### src/rtl/irq_trap_ctrl.sv
// irq_trap_ctrl: interrupt/trap sequencer in front of the machine-mode CSR file.
// Latches rising edges on irq_src, arbitrates (lowest index wins), handshakes with
// the pipeline to a boundary, then pulses trap entry/exit to the CSR file.
// Optional macro IRQ_TRAP_CTRL_SYNC_EN: adds a 2-flop synchronizer on each irq_src bit.
module irq_trap_ctrl #(
  parameter int unsigned NUM_IRQ  = 16,
  parameter int unsigned PC_WIDTH = 32
) (
  input  logic                clk,
  input  logic                rst,
  input  logic [NUM_IRQ-1:0]  irq_src,
  input  logic [NUM_IRQ-1:0]  irq_en,
  input  logic                int_mstatus_mie,
  output logic                trap_req,
  input  logic                trap_ack,
  input  logic [PC_WIDTH-1:0] pipe_pc,
  input  logic                mret_valid,
  output logic                trap_entry_en,
  output logic                trap_exit_en,
  output logic [3:0]          int_index,
  output logic [PC_WIDTH-1:0] normal_pc,
  output logic [NUM_IRQ-1:0]  pending,
  output logic                busy
);

  localparam logic [2:0] ST_IDLE    = 3'd0;
  localparam logic [2:0] ST_REQ     = 3'd1;
  localparam logic [2:0] ST_ENTRY   = 3'd2;
  localparam logic [2:0] ST_HANDLER = 3'd3;
  localparam logic [2:0] ST_EXIT    = 3'd4;

  logic [2:0]          state_q, state_d;
  logic [NUM_IRQ-1:0]  edge_src;
  logic [NUM_IRQ-1:0]  src_q;
  logic [NUM_IRQ-1:0]  pending_q, pending_d;
  logic [NUM_IRQ-1:0]  eligible, clr, rise;
  logic [3:0]          prio_idx;
  logic [3:0]          sel_idx_q, sel_idx_d;
  logic                capture;
  logic                trap_req_q, trap_entry_en_q, trap_exit_en_q, busy_q;
  logic [3:0]          int_index_q;
  logic [PC_WIDTH-1:0] normal_pc_q;

`ifdef IRQ_TRAP_CTRL_SYNC_EN
  logic [NUM_IRQ-1:0] sync1_q, sync2_q;

  // Two-flop synchronizer for asynchronous interrupt sources.
  always_ff @(posedge clk or posedge rst) begin
    if (rst) begin
      sync1_q <= '0;
      sync2_q <= '0;
    end else begin
      sync1_q <= irq_src;
      sync2_q <= sync1_q;
    end
  end

  assign edge_src = sync2_q;
`else
  assign edge_src = irq_src;
`endif

  // Rising-edge detect, eligibility and entry-time clear mask.
  always_comb begin
    rise     = edge_src & ~src_q;
    eligible = pending_q & irq_en;
    clr      = '0;
    for (int unsigned i = 0; i < NUM_IRQ; i++) begin
      clr[i] = (state_q == ST_ENTRY) && (sel_idx_q == 4'(i));
    end
    // set after clear: a new edge on the bit being serviced is not lost
    pending_d = (pending_q & ~clr) | rise;
  end

  // Fixed-priority encoder, lowest index wins.
  always_comb begin
    prio_idx = '0;
    for (int unsigned i = NUM_IRQ; i > 0; i--) begin
      if (eligible[i-1]) prio_idx = 4'(i - 1);
    end
  end

  // Edge-detect history and pending latch.
  always_ff @(posedge clk or posedge rst) begin
    if (rst) begin
      src_q     <= '0;
      pending_q <= '0;
    end else begin
      src_q     <= edge_src;
      pending_q <= pending_d;
    end
  end

  // Next-state logic for the trap sequencer.
  always_comb begin
    state_d   = state_q;
    sel_idx_d = sel_idx_q;
    capture   = 1'b0;
    case (state_q)
      ST_IDLE: begin
        if (int_mstatus_mie && (|eligible)) begin
          state_d   = ST_REQ;
          sel_idx_d = prio_idx;
        end else if (mret_valid) begin
          state_d = ST_EXIT;
        end
      end
      ST_REQ: begin
        if (mret_valid) begin
          state_d = ST_EXIT;
        end else if (!int_mstatus_mie) begin
          state_d = ST_IDLE;
        end else if (trap_ack) begin
          state_d = ST_ENTRY;
          capture = 1'b1;
        end
      end
      ST_ENTRY:   state_d = ST_HANDLER;
      ST_HANDLER: if (mret_valid) state_d = ST_EXIT;
      ST_EXIT:    state_d = ST_IDLE;
      default:    state_d = ST_IDLE;
    endcase
  end

  // State and registered outputs; outputs are decoded from the next state.
  always_ff @(posedge clk or posedge rst) begin
    if (rst) begin
      state_q         <= ST_IDLE;
      sel_idx_q       <= '0;
      trap_req_q      <= 1'b0;
      trap_entry_en_q <= 1'b0;
      trap_exit_en_q  <= 1'b0;
      busy_q          <= 1'b0;
      int_index_q     <= '0;
      normal_pc_q     <= '0;
    end else begin
      state_q         <= state_d;
      sel_idx_q       <= sel_idx_d;
      trap_req_q      <= (state_d == ST_REQ);
      trap_entry_en_q <= (state_d == ST_ENTRY);
      trap_exit_en_q  <= (state_d == ST_EXIT);
      busy_q          <= (state_d != ST_IDLE);
      if (capture) begin
        int_index_q <= sel_idx_q;
        normal_pc_q <= pipe_pc;
      end
    end
  end

  assign trap_req      = trap_req_q;
  assign trap_entry_en = trap_entry_en_q;
  assign trap_exit_en  = trap_exit_en_q;
  assign busy          = busy_q;
  assign int_index     = int_index_q;
  assign normal_pc     = normal_pc_q;
  assign pending       = pending_q;

endmodule

### config.mk
export PLATFORM = sky130hd
export DESIGN_NAME = irq_trap_ctrl
export DESIGN_NICKNAME = d
export VERILOG_FILES = /design/src/rtl/irq_trap_ctrl.sv
export SDC_FILE = /design/constraint.sdc
export NUM_CORES = 1
export LEC_CHECK = 0
export CORE_ASPECT_RATIO = 1.1
export CORE_UTILIZATION = 44
export CTS_CLUSTER_SIZE = 25
export DETAILED_ROUTE_END_ITERATION = 8
export GPL_ROUTABILITY_DRIVEN = 1
export MAX_ROUTING_LAYER = met4
export PLACE_DENSITY = 0.84
export SLEW_MARGIN = 20
export SYNTH_ARGS = -nofsm -noshare
export SYNTH_HDL_FRONTEND = slang
export SYNTH_SLANG_ARGS = --single-unit
export TNS_END_PERCENT = 1
### constraint.sdc
create_clock -name clk -period 3.95 [get_ports clk]
set_clock_uncertainty 0.05 [all_clocks]
set_input_delay 1.185 -clock clk [delete_from_list [all_inputs] [get_ports clk]]
set_output_delay 1.185 -clock clk [all_outputs]
set_load 0.05 [all_outputs]
Fig. 1: cells coloured by class
Scale bar: 20 µm. Fill, decap, tap and diode cells in grey.
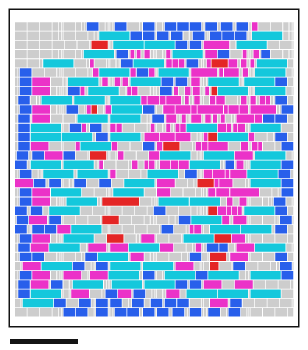
Key: combinational and other logic = magenta [cells 157]; other buffers and delay cells = blue [cells 127]; flops = cyan [cells 79]; clock drivers and dummy loads = red [cells 15]
post-layout instance area: 4860 µm²
Placement Rows: 32

Fig. 2: gate-type map
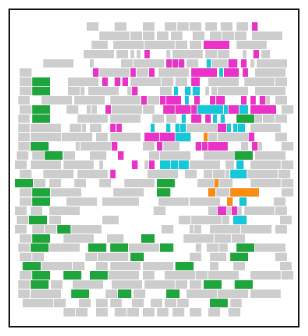
Key: multiplexers = green [cells 36, most used mux2_4]; NAND gates = cyan [cells 27, most used nand2_1]; NOR gates = orange [cells 5, most used nor2_1, where east]; inverting AOI/OAI gates = magenta [cells 55, most used o21ai_0]
proportion of cell area occupied by multi-input gates: 25.6%
Non-Filler Instances: 463
commonest non-fill, non-tap cell in the layout: sky130_fd_sc_hd__clkdlybuf4s50_1

==> out/writeup.txt <==
The slew check shows that the tightest pin keeps a relative margin of 47.6%. The run gives 0.346 GHz for the highest attainable clock frequency. Detailed placement finished with a half-perimeter wire length of 5630 µm.

The synthesis report lists the most area-consuming cells as sky130_fd_sc_hd__dfrtp_1, sky130_fd_sc_hd__mux2_4, sky130_fd_sc_hd__o21ai_0. 136 cells are multi-input combinational gates. Per the OpenROAD power report, leakage power amounts to 2.15 nW. Counting every instance in the synthesized netlist gives 239. Looking at the max-slew report, the worst-margin pin has a slew of 0.785 ns. The post-place instance area was 4670 µm²; the first-pass iteration count of the detailed router was 6. For the logic area, the log shows 1240 µm². The layout summary lists the proportion of cells stronger than drive strength 1 as 20.4%. Once synthesis finished, the tally of register bits stood at 79. The final max-slew violation count recorded for this run is 0. The final reports fail on DRC. Summing over the stages, the warning tally comes to 26. The total cell area reported by yosys after synthesis was 3330 µm².

The violation tally from detailed-route iteration zero is 109, and the count of vias placed by the detailed router is 2393. For this run, the number of Yosys warnings is 0. The largest stage delay on the critical path came out at 0.85 ns.

Summing all flip-flop and latch instances after layout gives 1980 µm². The number of flops mapped to enable cells by yosys was 0; the die span in x was 85.0 µm. The number of resized instances in the post-cts repair step is 0. The number of buffers on the longest clock path was 2; the number of design rule violations left after detail routing was 5. The global router reports that the layer with the highest usage is met2.

Counting every sink on the clock net gives 79. A synthesized cell averages 13.9 µm². The met1 layer usage reported by global route came out at 25.1%. Entering global routing, the biggest net connects 49 pins. Of all the cell area in the finished design, non-clock buffers hold 26.0%.

The run finished, with violations left. The prevailing post-synth register cell is sky130_fd_sc_hd__dfrtp_1.
Fig. 3: drive-strength map
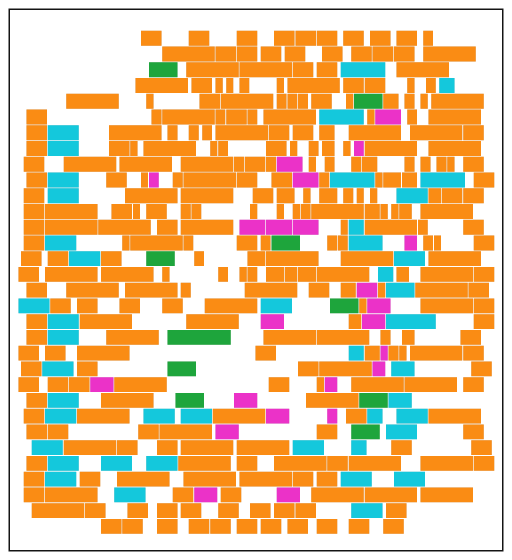
Key: _6 and larger = green [cells 10]; _3 and _4 cells = cyan [cells 44]; _0 and _1 cells = orange [cells 301]; _2 cells = magenta [cells 23]
nonclk buf count: 127
worst-case setup margin in the final layout: 1.06 ns
Area Growth Syn to Fin: 45.7%

Fig. 4: clock wiring as the flow saved it
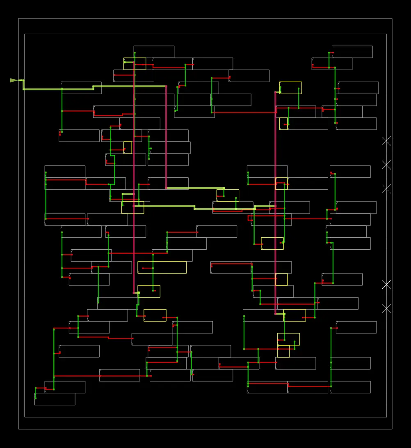
clkbuf count: 9
Clock net power: 0.571 mW

worst paths after layout:
path / end / slack, ns / start
setup / recovery: pending[5] / 1.06 / pending[5]
setup reg to reg: normal_pc[10] / 1.93 / state_q[1]
min in group asynchronous: trap_entry_en / 1.23 / rst
hold / removal: pending[15] / 0.36 / src_q[15]
hold reg to reg: pending[15] / 0.36 / src_q[15]
max in group asynchronous: normal_pc[29] / 1.87 / rst
power breakdown:
part / internal, mW / switching, mW
Clock: 0.286 / 0.286
Combinational: 0.692 / 0.993
Sequential: 1.04 / 0.167
Total: 2.02 / 1.45
cells by family after synthesis:
family	count (synthesis)	share of synthesized area [%]
AOI/OAI and AO/OA	62	14.0
buffers and inverters	24	3.38
DFF	79	59.3
muxes	36	15.4
and+or+nand+nor	38	7.89
Power and IR drop assume default switching activity.
